<file path="config.mk">
export PLATFORM = sky130hd
export DESIGN_NAME = store_buffer
export DESIGN_NICKNAME = d
export VERILOG_FILES = /design/src/rtl/cpu_consts.sv /design/src/rtl/store_align.sv /design/src/rtl/store_buffer.sv
export SDC_FILE = /design/constraint.sdc
export NUM_CORES = 2
export LEC_CHECK = 0
export CORE_UTILIZATION = 56
export DETAILED_ROUTE_END_ITERATION = 8
export PLACE_DENSITY_LB_ADDON = 0.12
export SYNTH_ARGS = -nofsm -noshare
export SYNTH_HDL_FRONTEND = slang
export SYNTH_SLANG_ARGS = --single-unit
</file>
<file path="constraint.sdc">
create_clock -name clk_i -period 27.3 [get_ports clk_i]
set_clock_uncertainty 0.2 [all_clocks]
set_input_delay 5.46 -clock clk_i [delete_from_list [all_inputs] [get_ports clk_i]]
set_output_delay 5.46 -clock clk_i [all_outputs]
set_load 0.01 [all_outputs]
</file>
<file path="src/rtl/cpu_consts.sv">
// Shared CPU constants: access-size encodings plus the store-buffer entry and
// drain-state types.
package cpu_consts;

    localparam logic [1:0] BYTE        = 2'b00;
    localparam logic [1:0] HALF_WORD   = 2'b01;
    localparam logic [1:0] WORD        = 2'b10;
    localparam logic [1:0] DOUBLE_WORD = 2'b11;

    typedef struct packed {
        logic [63:3] row_addr;
        logic [63:0] data;
        logic [7:0]  strb;
    } sb_entry_t;

    typedef enum logic {SB_IDLE, SB_BUSY} sb_state_t;

endpackage

</file>
<file path="src/rtl/store_align.sv">
// Combinational store alignment: places right-justified store data into its
// 64-bit row lane, builds the byte strobe and flags misaligned accesses.
module store_align
    import cpu_consts::*;
(
    input  logic [2:0]  i_addr_lo,
    input  logic [63:0] i_data,
    input  logic [1:0]  i_size,
    output logic [63:0] o_data,
    output logic [7:0]  o_strb,
    output logic        o_misaligned
);

    logic [7:0]  w_base_strb;
    logic [63:0] w_shifted;

    always_comb begin
        w_base_strb  = 8'h01;
        o_misaligned = 1'b0;
        case (i_size)
            BYTE:        w_base_strb = 8'h01;
            HALF_WORD: begin
                w_base_strb  = 8'h03;
                o_misaligned = i_addr_lo[0];
            end
            WORD: begin
                w_base_strb  = 8'h0F;
                o_misaligned = |i_addr_lo[1:0];
            end
            DOUBLE_WORD: begin
                w_base_strb  = 8'hFF;
                o_misaligned = |i_addr_lo;
            end
        endcase
        o_strb    = (i_size == DOUBLE_WORD) ? 8'hFF : (w_base_strb << i_addr_lo);
        w_shifted = i_data << {i_addr_lo, 3'b000};
        o_data    = '0;
        // Bytes outside the strobe are forced to zero so memory never sees stale upper data.
        for (int b = 0; b < 8; b++) begin
            o_data[8*b +: 8] = w_shifted[8*b +: 8] & {8{o_strb[b]}};
        end
    end

endmodule

</file>
<file path="src/rtl/store_buffer.sv">
// In-order store buffer: aligns stores into row writes, queues them and drains
// them to data memory over req/gnt, flagging loads that hit a pending row.
module store_buffer
    import cpu_consts::*;
#(
    parameter int DEPTH = 4
)
(
    input  logic                     clk_i,
    input  logic                     reset_i,
    input  logic                     st_valid_i,
    output logic                     st_ready_o,
    input  logic [63:0]              st_addr_i,
    input  logic [63:0]              st_data_i,
    input  logic [1:0]               st_byte_en_i,
    output logic                     st_misaligned_o,
    output logic                     mem_req_o,
    input  logic                     mem_gnt_i,
    output logic [63:0]              mem_addr_o,
    output logic [63:0]              mem_wr_data_o,
    output logic [7:0]               mem_wr_strb_o,
    input  logic [63:0]              ld_addr_i,
    output logic                     ld_hazard_o,
    output logic [$clog2(DEPTH):0]   count_o,
    output logic                     empty_o
);

    localparam int PW = $clog2(DEPTH);
    localparam int CW = PW + 1;

    sb_entry_t     r_mem [DEPTH];
    logic [PW-1:0] r_head;
    logic [PW-1:0] r_tail;
    logic [CW-1:0] r_count;
    sb_state_t     r_state;
    logic          r_mis;
    logic [63:0]   r_mem_addr;
    logic [63:0]   r_mem_data;
    logic [7:0]    r_mem_strb;

    sb_state_t     w_next_state;
    logic [63:0]   w_al_data;
    logic [7:0]    w_al_strb;
    logic          w_al_mis;
    logic          w_accept;
    logic          w_push;
    logic          w_pop;
    logic          w_load;
    logic [PW-1:0] w_load_idx;
    logic [PW-1:0] w_off;
    logic          w_hazard;
    logic          w_unused_ld;

    store_align u_align (
        .i_addr_lo    (st_addr_i[2:0]),
        .i_data       (st_data_i),
        .i_size       (st_byte_en_i),
        .o_data       (w_al_data),
        .o_strb       (w_al_strb),
        .o_misaligned (w_al_mis)
    );

    assign st_ready_o      = (r_count < CW'(DEPTH));
    assign w_accept        = st_valid_i && st_ready_o;
    assign w_push          = w_accept && !w_al_mis;
    assign w_pop           = (r_state == SB_BUSY) && mem_gnt_i;
    assign st_misaligned_o = r_mis;
    assign mem_req_o       = (r_state == SB_BUSY);
    assign mem_addr_o      = r_mem_addr;
    assign mem_wr_data_o   = r_mem_data;
    assign mem_wr_strb_o   = r_mem_strb;
    assign count_o         = r_count;
    assign empty_o         = (r_count == '0);
    assign ld_hazard_o     = w_hazard;
    assign w_unused_ld     = ^ld_addr_i[2:0];

    always_ff @(posedge clk_i or posedge reset_i) begin
        if (reset_i) begin
            r_state <= SB_IDLE;
        end else begin
            r_state <= w_next_state;
        end
    end

    // On a grant with more work queued, the following entry is loaded on the same edge.
    always_comb begin
        w_next_state = r_state;
        w_load       = 1'b0;
        w_load_idx   = r_head;
        case (r_state)
            SB_IDLE: begin
                if (r_count != '0) begin
                    w_next_state = SB_BUSY;
                    w_load       = 1'b1;
                end
            end
            SB_BUSY: begin
                if (mem_gnt_i) begin
                    if (r_count > CW'(1)) begin
                        w_load     = 1'b1;
                        w_load_idx = r_head + PW'(1);
                    end else begin
                        w_next_state = SB_IDLE;
                    end
                end
            end
            default: w_next_state = SB_IDLE;
        endcase
    end

    always_ff @(posedge clk_i or posedge reset_i) begin
        if (reset_i) begin
            r_head     <= '0;
            r_tail     <= '0;
            r_count    <= '0;
            r_mis      <= 1'b0;
            r_mem_addr <= '0;
            r_mem_data <= '0;
            r_mem_strb <= '0;
            for (int i = 0; i < DEPTH; i++) begin
                r_mem[i] <= '0;
            end
        end else begin
            r_mis <= w_accept && w_al_mis;
            if (w_push) begin
                r_mem[r_tail] <= '{row_addr: st_addr_i[63:3], data: w_al_data, strb: w_al_strb};
                r_tail        <= r_tail + PW'(1);
            end
            if (w_pop) begin
                r_head <= r_head + PW'(1);
            end
            case ({w_push, w_pop})
                2'b10:   r_count <= r_count + CW'(1);
                2'b01:   r_count <= r_count - CW'(1);
                default: r_count <= r_count;
            endcase
            if (w_load) begin
                r_mem_addr <= {r_mem[w_load_idx].row_addr, 3'b000};
                r_mem_data <= r_mem[w_load_idx].data;
                r_mem_strb <= r_mem[w_load_idx].strb;
            end
        end
    end

    // An entry is live when its distance from the head is below the count.
    always_comb begin
        w_hazard = 1'b0;
        w_off    = '0;
        for (int i = 0; i < DEPTH; i++) begin
            w_off = PW'(i) - r_head;
            if (({1'b0, w_off} < r_count) && (r_mem[i].row_addr == ld_addr_i[63:3])) begin
                w_hazard = 1'b1;
            end
        end
    end

endmodule

</file>
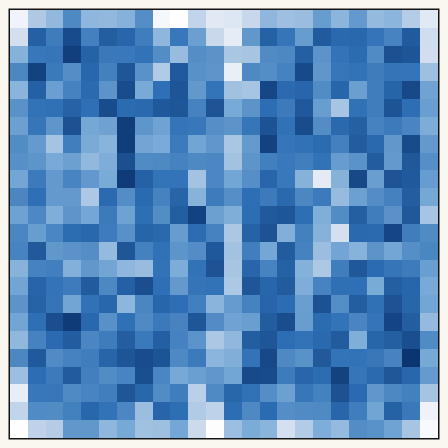
util_map.png
The die is cut into 24 by 24 equal tiles; white is low, dark blue is high, 0 to 100% covered.
- fullest tile: 98%
- nearly empty tiles: 0.50%
- mean over tiles: 64%
- tiles over 75% full: 28%

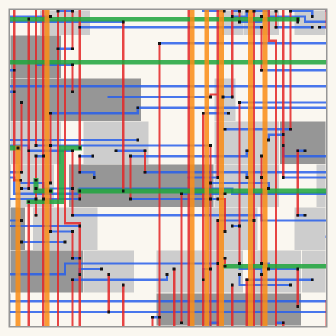
closeup.png
Window x 172 to 192, y 172 to 192 um. Cells in grey, sequential cells in the stronger grey; small squares are vias.
- green: M3
- blue: M1
- orange: M4
- red: M2
- most frequent: mux2_2 (4), xnor2_1 (4), dfrtp_1 (4)
- sequential cells in the window: 4
- cells with their middle in the window: 20
- netlist names of flops here include: r_mem (3), mem_addr_o (1)

==> flow_summary.toml <==
# flow metrics
[power]
total_power_mw = 4.864
power_density_nw_per_um2 = 126.6
p_leak_nw = 16.40
ir_drop_mv = 0.1253

[drt]
wl_mm = 102.5
drt_pass1_iterations = 6
drc = 0

[placement]
dp_cells = 3964

[worst_setup_path]
worstSetupStartpointType = "input pin"
cp_slowest_cell = "clkdlybuf4s50_1"
critPathRequiredTime_ns = 21.64
crit_fanout = 4
startpoint = "ld_addr_i[38]"
path_buffers = 2
path_cells = "clkdlybuf4s50_1 -> xnor2_1 -> nand4_1 -> nor4_1 -> o2111ai_1 -> nor4_1 -> or4_1 -> clkdlybuf4s50_1"

[synthesis]
yosys_warnings = 0
ys_ff = 674
ys_seq_share_pct = 51.85
ys_area_um2 = 32530
yosys_most_used_dff = "dfrtp_1"
yosysTopAreaCell = "dfrtp_1"
postSynthCellCount = 3092
ys_cells = 3092
synth-async-reset-ratio_pct = 100.0

[status]
outcome = "finished clean"

[sta]
finalCritPeriodShare_pct = 52.40
final_hold_viol_count = 0
holdWs_ns = 0.2751
setup_viol = 0

[cells_and_area]
seq_area_um2 = 16870
design_area_um2 = 38430
postLayoutCoreUtil_pct = 67.50
final_cell_mix = "dfrtp_1 (674), nand2_1 (623), mux2_2 (374)"
fillerInstances = 4380
drive_above_1_share_pct = 16.27

[cts]
clk_latency_ns = 0.60
cts_setup_buffers = 0
cts_max_path_buffers = 3
clock-sinks = 674
clkTransAtPathRegs_ns = 0.05

[floorplanning]
die_w_um = 243.0
chipHeight_um = 243.0
die-area_um2 = 59060
core-area_um2 = 56930

[global_route]
grt_use_total_pct = 34.67

[job]
warnings = 51
==> layer usage <==
layer | part of all wire, % | track usage (%) | routed length [um]
met5 | 0.0098 | 0 | 10
met4 | 5.7 | 17.91 | 5868
met3 | 7.4 | 5.827 | 7633
met2 | 48 | 55.54 | 48990
met1 | 39 | 45.49 | 40040
==> flip-flops by register name (all words and copies together), names as in the netlist <==
signal / count
count_o: 3
mem_addr_o: 61
mem_req_o: 1
mem_wr_data_o: 64
mem_wr_strb_o: 8
r_head: 2
r_mem: 532
r_tail: 2
st_misaligned_o: 1
==> worst paths after layout <==
kind,end,slack (ns),cells after the start
max,ld_hazard_o,13.00,8
min,r_mem[197],0.28,2
max reg2reg,mem_addr_o[13],21.87,10
min reg2reg,r_mem[197],0.28,2
max in group asynchronous,mem_wr_data_o[36],17.87,6
min in group asynchronous,mem_addr_o[54],5.18,2
==> layout make-up <==
type	count	share of cell area (%)
Antenna cell	2	0.01302
Clock buffer	108	5.630
Clock inverter	22	0.6024
Inverter	25	0.2637
Multi-Input combinational cell	2148	37.94
Sequential cell	674	43.89
Tap cell	756	2.462
Timing Repair Buffer	361	9.202
==> cells by family (layout without fill, tap and decap cells) <==
group / count (synthesis) / after routing / synth area share, %
compound gates: 645 / 645 / 11.42
mux: 459 / 459 / 16.00
buf+inv: 272 / 516 / 3.708
simple gates: 785 / 785 / 9.950
xor+xnor: 243 / 243 / 6.566
flops: 674 / 674 / 51.85
other cells: 1 / 5 / 0.01153
fa+ha+maj: 13 / 13 / 0.5000
==> power by group <==
part / internal, mW / leakage [nW] / switching [mW]
combinational: 0.913 / 6.62 / 1.17
clock: 0.587 / 1.17 / 0.403
sequential: 1.45 / 8.61 / 0.349
total: 2.95 / 16.4 / 1.92
Power figures rest on the tool's default switching activity, not on a simulated workload.
